==> config.mk <==
export PLATFORM = sky130hd
export DESIGN_NAME = fetch_unit
export DESIGN_NICKNAME = d
export VERILOG_FILES = /design/src/rtl/fetch_unit_pkg.sv /design/src/rtl/fetch_queue.sv /design/src/rtl/fetch_unit.sv
export SDC_FILE = /design/constraint.sdc
export NUM_CORES = 1
export LEC_CHECK = 0
export CAP_MARGIN = 15
export CORE_ASPECT_RATIO = 0.6
export CORE_MARGIN = 2
export CORE_UTILIZATION = 45
export CTS_CLUSTER_SIZE = 20
export DETAILED_ROUTE_END_ITERATION = 7
export GPL_TIMING_DRIVEN = 0
export PLACE_DENSITY = 0.8
export SLEW_MARGIN = 20
export SYNTH_ARGS = -nofsm -noshare
export SYNTH_HDL_FRONTEND = slang
export SYNTH_SLANG_ARGS = --single-unit
==> constraint.sdc <==
create_clock -name clk -period 2 [get_ports clk]
set_input_delay 0.4 -clock clk [delete_from_list [all_inputs] [get_ports clk]]
set_output_delay 0.4 -clock clk [all_outputs]
set_load 0.02 [all_outputs]
==> src/rtl/fetch_unit_pkg.sv <==
// Shared types for the instruction-fetch stage: FSM encoding, halt opcode
// default and the fetch-queue entry layout.
package fetch_unit_pkg;

  typedef enum logic [1:0] {
    ST_IDLE  = 2'd0,
    ST_FETCH = 2'd1,
    ST_HALT  = 2'd2
  } fetch_state_t;

  localparam int          PC_W_DEF        = 8;
  localparam int          INSTR_W_DEF     = 8;
  localparam logic [7:0]  HALT_OPCODE_DEF = 8'hFF;

  // Queue entry at the default widths; the queue stores {instr, pc} in this order.
  typedef struct packed {
    logic [INSTR_W_DEF-1:0] instr;
    logic [PC_W_DEF-1:0]    pc;
  } fetch_entry_t;

endpackage

==> src/rtl/fetch_queue.sv <==
// Small circular FIFO holding fetched {instr, pc} entries. Flush empties it
// in one cycle; a pop on an empty queue is ignored.
module fetch_queue
  import fetch_unit_pkg::*;
#(
  parameter int QDEPTH = 2,
  parameter int DW     = $bits(fetch_entry_t),
  localparam int CW    = $clog2(QDEPTH + 1),
  localparam int PW    = $clog2(QDEPTH)
) (
  input  logic          clk,
  input  logic          rst_n,
  input  logic          i_flush,
  input  logic          i_push,
  input  logic [DW-1:0] i_push_data,
  input  logic          i_pop,
  output logic          o_valid,
  output logic [DW-1:0] o_head,
  output logic [CW-1:0] o_count
);

  logic [DW-1:0] r_mem [QDEPTH];
  logic [PW-1:0] r_head;
  logic [PW-1:0] r_tail;
  logic [CW-1:0] r_count;
  logic          w_pop;

  function automatic logic [PW-1:0] ptr_inc(input logic [PW-1:0] p);
    return (p == PW'(QDEPTH - 1)) ? '0 : p + 1'b1;
  endfunction

  assign w_pop   = i_pop && (r_count != '0);
  assign o_valid = (r_count != '0);
  assign o_head  = r_mem[r_head];
  assign o_count = r_count;

  // Pointer, count and storage update; flush beats push/pop.
  always_ff @(posedge clk or negedge rst_n) begin
    if (!rst_n) begin
      r_head  <= '0;
      r_tail  <= '0;
      r_count <= '0;
      for (int i = 0; i < QDEPTH; i++) r_mem[i] <= '0;
    end else if (i_flush) begin
      r_head  <= '0;
      r_tail  <= '0;
      r_count <= '0;
    end else begin
      if (i_push) begin
        r_mem[r_tail] <= i_push_data;
        r_tail        <= ptr_inc(r_tail);
      end
      if (w_pop) r_head <= ptr_inc(r_head);
      case ({i_push, w_pop})
        2'b10:   r_count <= r_count + 1'b1;
        2'b01:   r_count <= r_count - 1'b1;
        default: r_count <= r_count;
      endcase
    end
  end

  // The upstream issue rule must never let a push land on a full queue.
  a_no_overflow: assert property (@(posedge clk) disable iff (!rst_n)
    !(i_push && !w_pop && !i_flush && (r_count == CW'(QDEPTH))));

endmodule

==> src/rtl/fetch_unit.sv <==
// Instruction-fetch stage: PC, single-outstanding request to a 1-cycle
// synchronous imem, fetch queue toward IF/ID, redirect flush and halt stop.
//
// state    | meaning
// ---------+-------------------------------------------------------------
// ST_IDLE  | one cycle after reset release, no requests issued
// ST_FETCH | issuing one request per cycle while queue space allows
// ST_HALT  | halt opcode accepted; no fetching until a redirect
module fetch_unit
  import fetch_unit_pkg::*;
#(
  parameter int               PC_W        = PC_W_DEF,
  parameter int               INSTR_W     = INSTR_W_DEF,
  parameter logic [PC_W-1:0]  RESET_PC    = '0,
  parameter logic [INSTR_W-1:0] HALT_OPCODE = HALT_OPCODE_DEF,
  parameter int               QDEPTH      = 2
) (
  input  logic               clk,
  input  logic               reset,
  output logic               imem_en,
  output logic [PC_W-1:0]    imem_addr,
  input  logic [INSTR_W-1:0] imem_rdata,
  input  logic               redirect_valid,
  input  logic [PC_W-1:0]    redirect_pc,
  input  logic               out_ready,
  output logic               instr_valid,
  output logic [INSTR_W-1:0] instr_out,
  output logic [PC_W-1:0]    pc_out,
  output logic               halted
);

  localparam int CW = $clog2(QDEPTH + 1);
  localparam int DW = INSTR_W + PC_W;

  fetch_state_t    r_state;
  fetch_state_t    w_state_nxt;
  logic [PC_W-1:0] r_pc;
  logic            r_inflight;
  logic [PC_W-1:0] r_inflight_pc;
  logic            w_issue;
  logic            w_pop;
  logic            w_push;
  logic            w_resp_halt;
  logic            w_room;
  logic [CW-1:0]   w_count;
  logic [DW-1:0]   w_head;

  assign w_pop       = instr_valid && out_ready;
  assign w_push      = r_inflight && !redirect_valid;
  assign w_resp_halt = r_inflight && (imem_rdata == HALT_OPCODE);
  // Occupancy after this cycle (queued + in flight - popped) must leave a slot.
  assign w_room = (({1'b0, w_count} + (CW+1)'(r_inflight)) <
                   ((CW+1)'(QDEPTH) + (CW+1)'(w_pop)));

  // Next-state and issue decision.
  always_comb begin
    w_state_nxt = r_state;
    w_issue     = 1'b0;
    case (r_state)
      ST_IDLE:  w_state_nxt = ST_FETCH;
      ST_FETCH: begin
        w_issue = !redirect_valid && w_room && !w_resp_halt;
        if (!redirect_valid && w_resp_halt) w_state_nxt = ST_HALT;
      end
      ST_HALT:  if (redirect_valid) w_state_nxt = ST_FETCH;
      default:  w_state_nxt = ST_IDLE;
    endcase
  end

  // FSM state register.
  always_ff @(posedge clk or negedge reset) begin
    if (!reset) r_state <= ST_IDLE;
    else        r_state <= w_state_nxt;
  end

  // PC and in-flight tracking; redirect overrides the sequential increment.
  always_ff @(posedge clk or negedge reset) begin
    if (!reset) begin
      r_pc          <= RESET_PC;
      r_inflight    <= 1'b0;
      r_inflight_pc <= '0;
    end else begin
      if (redirect_valid) r_pc <= redirect_pc;
      else if (w_issue)   r_pc <= r_pc + 1'b1;
      r_inflight <= w_issue;
      if (w_issue) r_inflight_pc <= r_pc;
    end
  end

  fetch_queue #(
    .QDEPTH (QDEPTH),
    .DW     (DW)
  ) u_queue (
    .clk         (clk),
    .rst_n       (reset),
    .i_flush     (redirect_valid),
    .i_push      (w_push),
    .i_push_data ({imem_rdata, r_inflight_pc}),
    .i_pop       (w_pop),
    .o_valid     (instr_valid),
    .o_head      (w_head),
    .o_count     (w_count)
  );

  assign imem_en   = w_issue;
  assign imem_addr = r_pc;
  assign instr_out = w_head[DW-1 -: INSTR_W];
  assign pc_out    = w_head[PC_W-1:0];
  assign halted    = (r_state == ST_HALT) && (w_count == '0);

endmodule

==> impl_metrics.json <==
{
  "fillCellCount": 469,
  "startpoint": "u_queue.o_count[0]",
  "wl_um": 5911,
  "end_kind": "output port",
  "drv_slew": 0,
  "sh_comb_area": 0.3737,
  "yosysChipArea_um2": 2654,
  "tritoncts": "yes",
  "crit_required_ns": 1.60,
  "timing.max_cap.violations": 0,
  "nClkBuffers": 6,
  "finalPower_mw": 3.724,
  "warning_count": 29,
  "nNonClkBuffers": 64,
  "cp_cell_sequence": "ha_4, ha_4, o21a_1, buf_6, nor4_4, buf_4",
  "fp.dieW_um": 103.1,
  "hold_buffers": 0,
  "ys_sh_simple": 0.1216,
  "fp_nets": 235,
  "ys.flops": 55,
  "n_all_inverters": 2,
  "htree_levels": 2,
  "syn_to_final_growth_pct": 32.11,
  "top_cells_by_count": "56 x mux2_2, 55 x dfrtp_1, 10 x nand2_1",
  "setup_tns_ns": -0.7807,
  "vias": 1972,
  "drc": 0,
  "io_pins": 47,
  "diodes": 0,
  "hold_class": "input pin to async pin",
  "routed_via_density": 5.586,
  "largest_register": "u_queue.r_mem",
  "ff_type": "dfrtp_1",
  "topCellsByArea": "dfrtp_1 52%, mux2_2 24%, nand4_1 2.1%",
  "p_seq_mw": 1.67,
  "status": "complete, but fails checks",
  "setup_viol": 9,
  "violations": "setup timing",
  "setup_ws_ns": -0.2373,
  "ys.warnings.count": 0,
  "grt_usage": 0.1945,
  "holdWs_ns": 0.1238
}
placed cells by master, fill, tap and decap left out, drive strengths merged, types with 2 or more instances in the layout:
| cell type | Yosys | final |
|---|---|---|
| a21oi | 2 | 2 |
| clkdlybuf4s50 | 0 | 25 |
| or4 | 2 | 2 |
| clkbuf | 6 | 11 |
| a22oi | 3 | 3 |
| nand3b | 2 | 2 |
| o311ai | 3 | 3 |
| o31ai | 4 | 4 |
| mux2 | 56 | 56 |
| nand4b | 2 | 2 |
| nand4 | 9 | 9 |
| buf | 5 | 15 |
| dfrtp | 55 | 55 |
| nor2 | 7 | 7 |
| nand3 | 6 | 6 |
| ha | 3 | 3 |
| dlygate4sd2 | 0 | 17 |
| nor3 | 5 | 5 |
| o21ai | 6 | 6 |
| nor2b | 3 | 3 |
| xnor2 | 2 | 2 |
| clkdlybuf4s15 | 0 | 2 |
| nor4 | 3 | 3 |
| nand2b | 3 | 3 |
| nand2 | 10 | 10 |
worst register-to-register path, delay by kind of cell (launching register included):
kind,cells,cell delay [ns]
simple gates,1,0.27
compound gates,1,0.11
flops,1,0.45
mux,1,0.31
buf+inv,3,0.46
fa+ha+maj,2,0.37
per-layer routing:
layer  global-route usage  part of all wire
met5                    0                 0
met4              0.01480                 0
met3              0.05105             0.061
met2               0.2752              0.43
met1               0.3102              0.51
final timing paths:
kind	to	slack, ns	depth (start not counted)
max in group asynchronous	u_queue.r_head	1.40	1
worst max register to register	r_inflight_pc[3]	-0.07	8
min in group clk	u_queue.r_mem[3]	0.51	1
worst max-delay path	imem_en	-0.24	6
worst min-delay path	imem_addr[2]	0.12	1
worst min register to register	u_queue.r_mem[3]	0.51	1
**Routing congestion map**

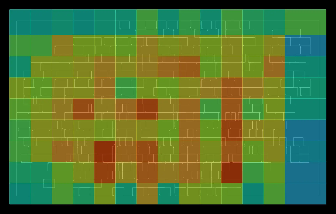
Avg WL per Cell: 16.75 um
GRT busiest layer: met1
met3 global-route usage: 0.05105
fin util: 0.6235

**Nets reached from selected ports**

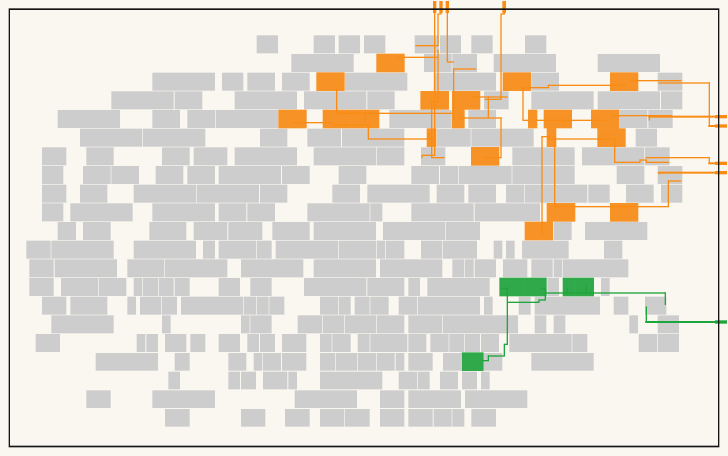
| color | port | direction | end cells | buffers | wire |
|---|---|---|---|---|---|
| orange | imem_rdata | input | 20 | 8 | 320 um |
| green | out_ready | input | 5 | 1 | 56.1 um |

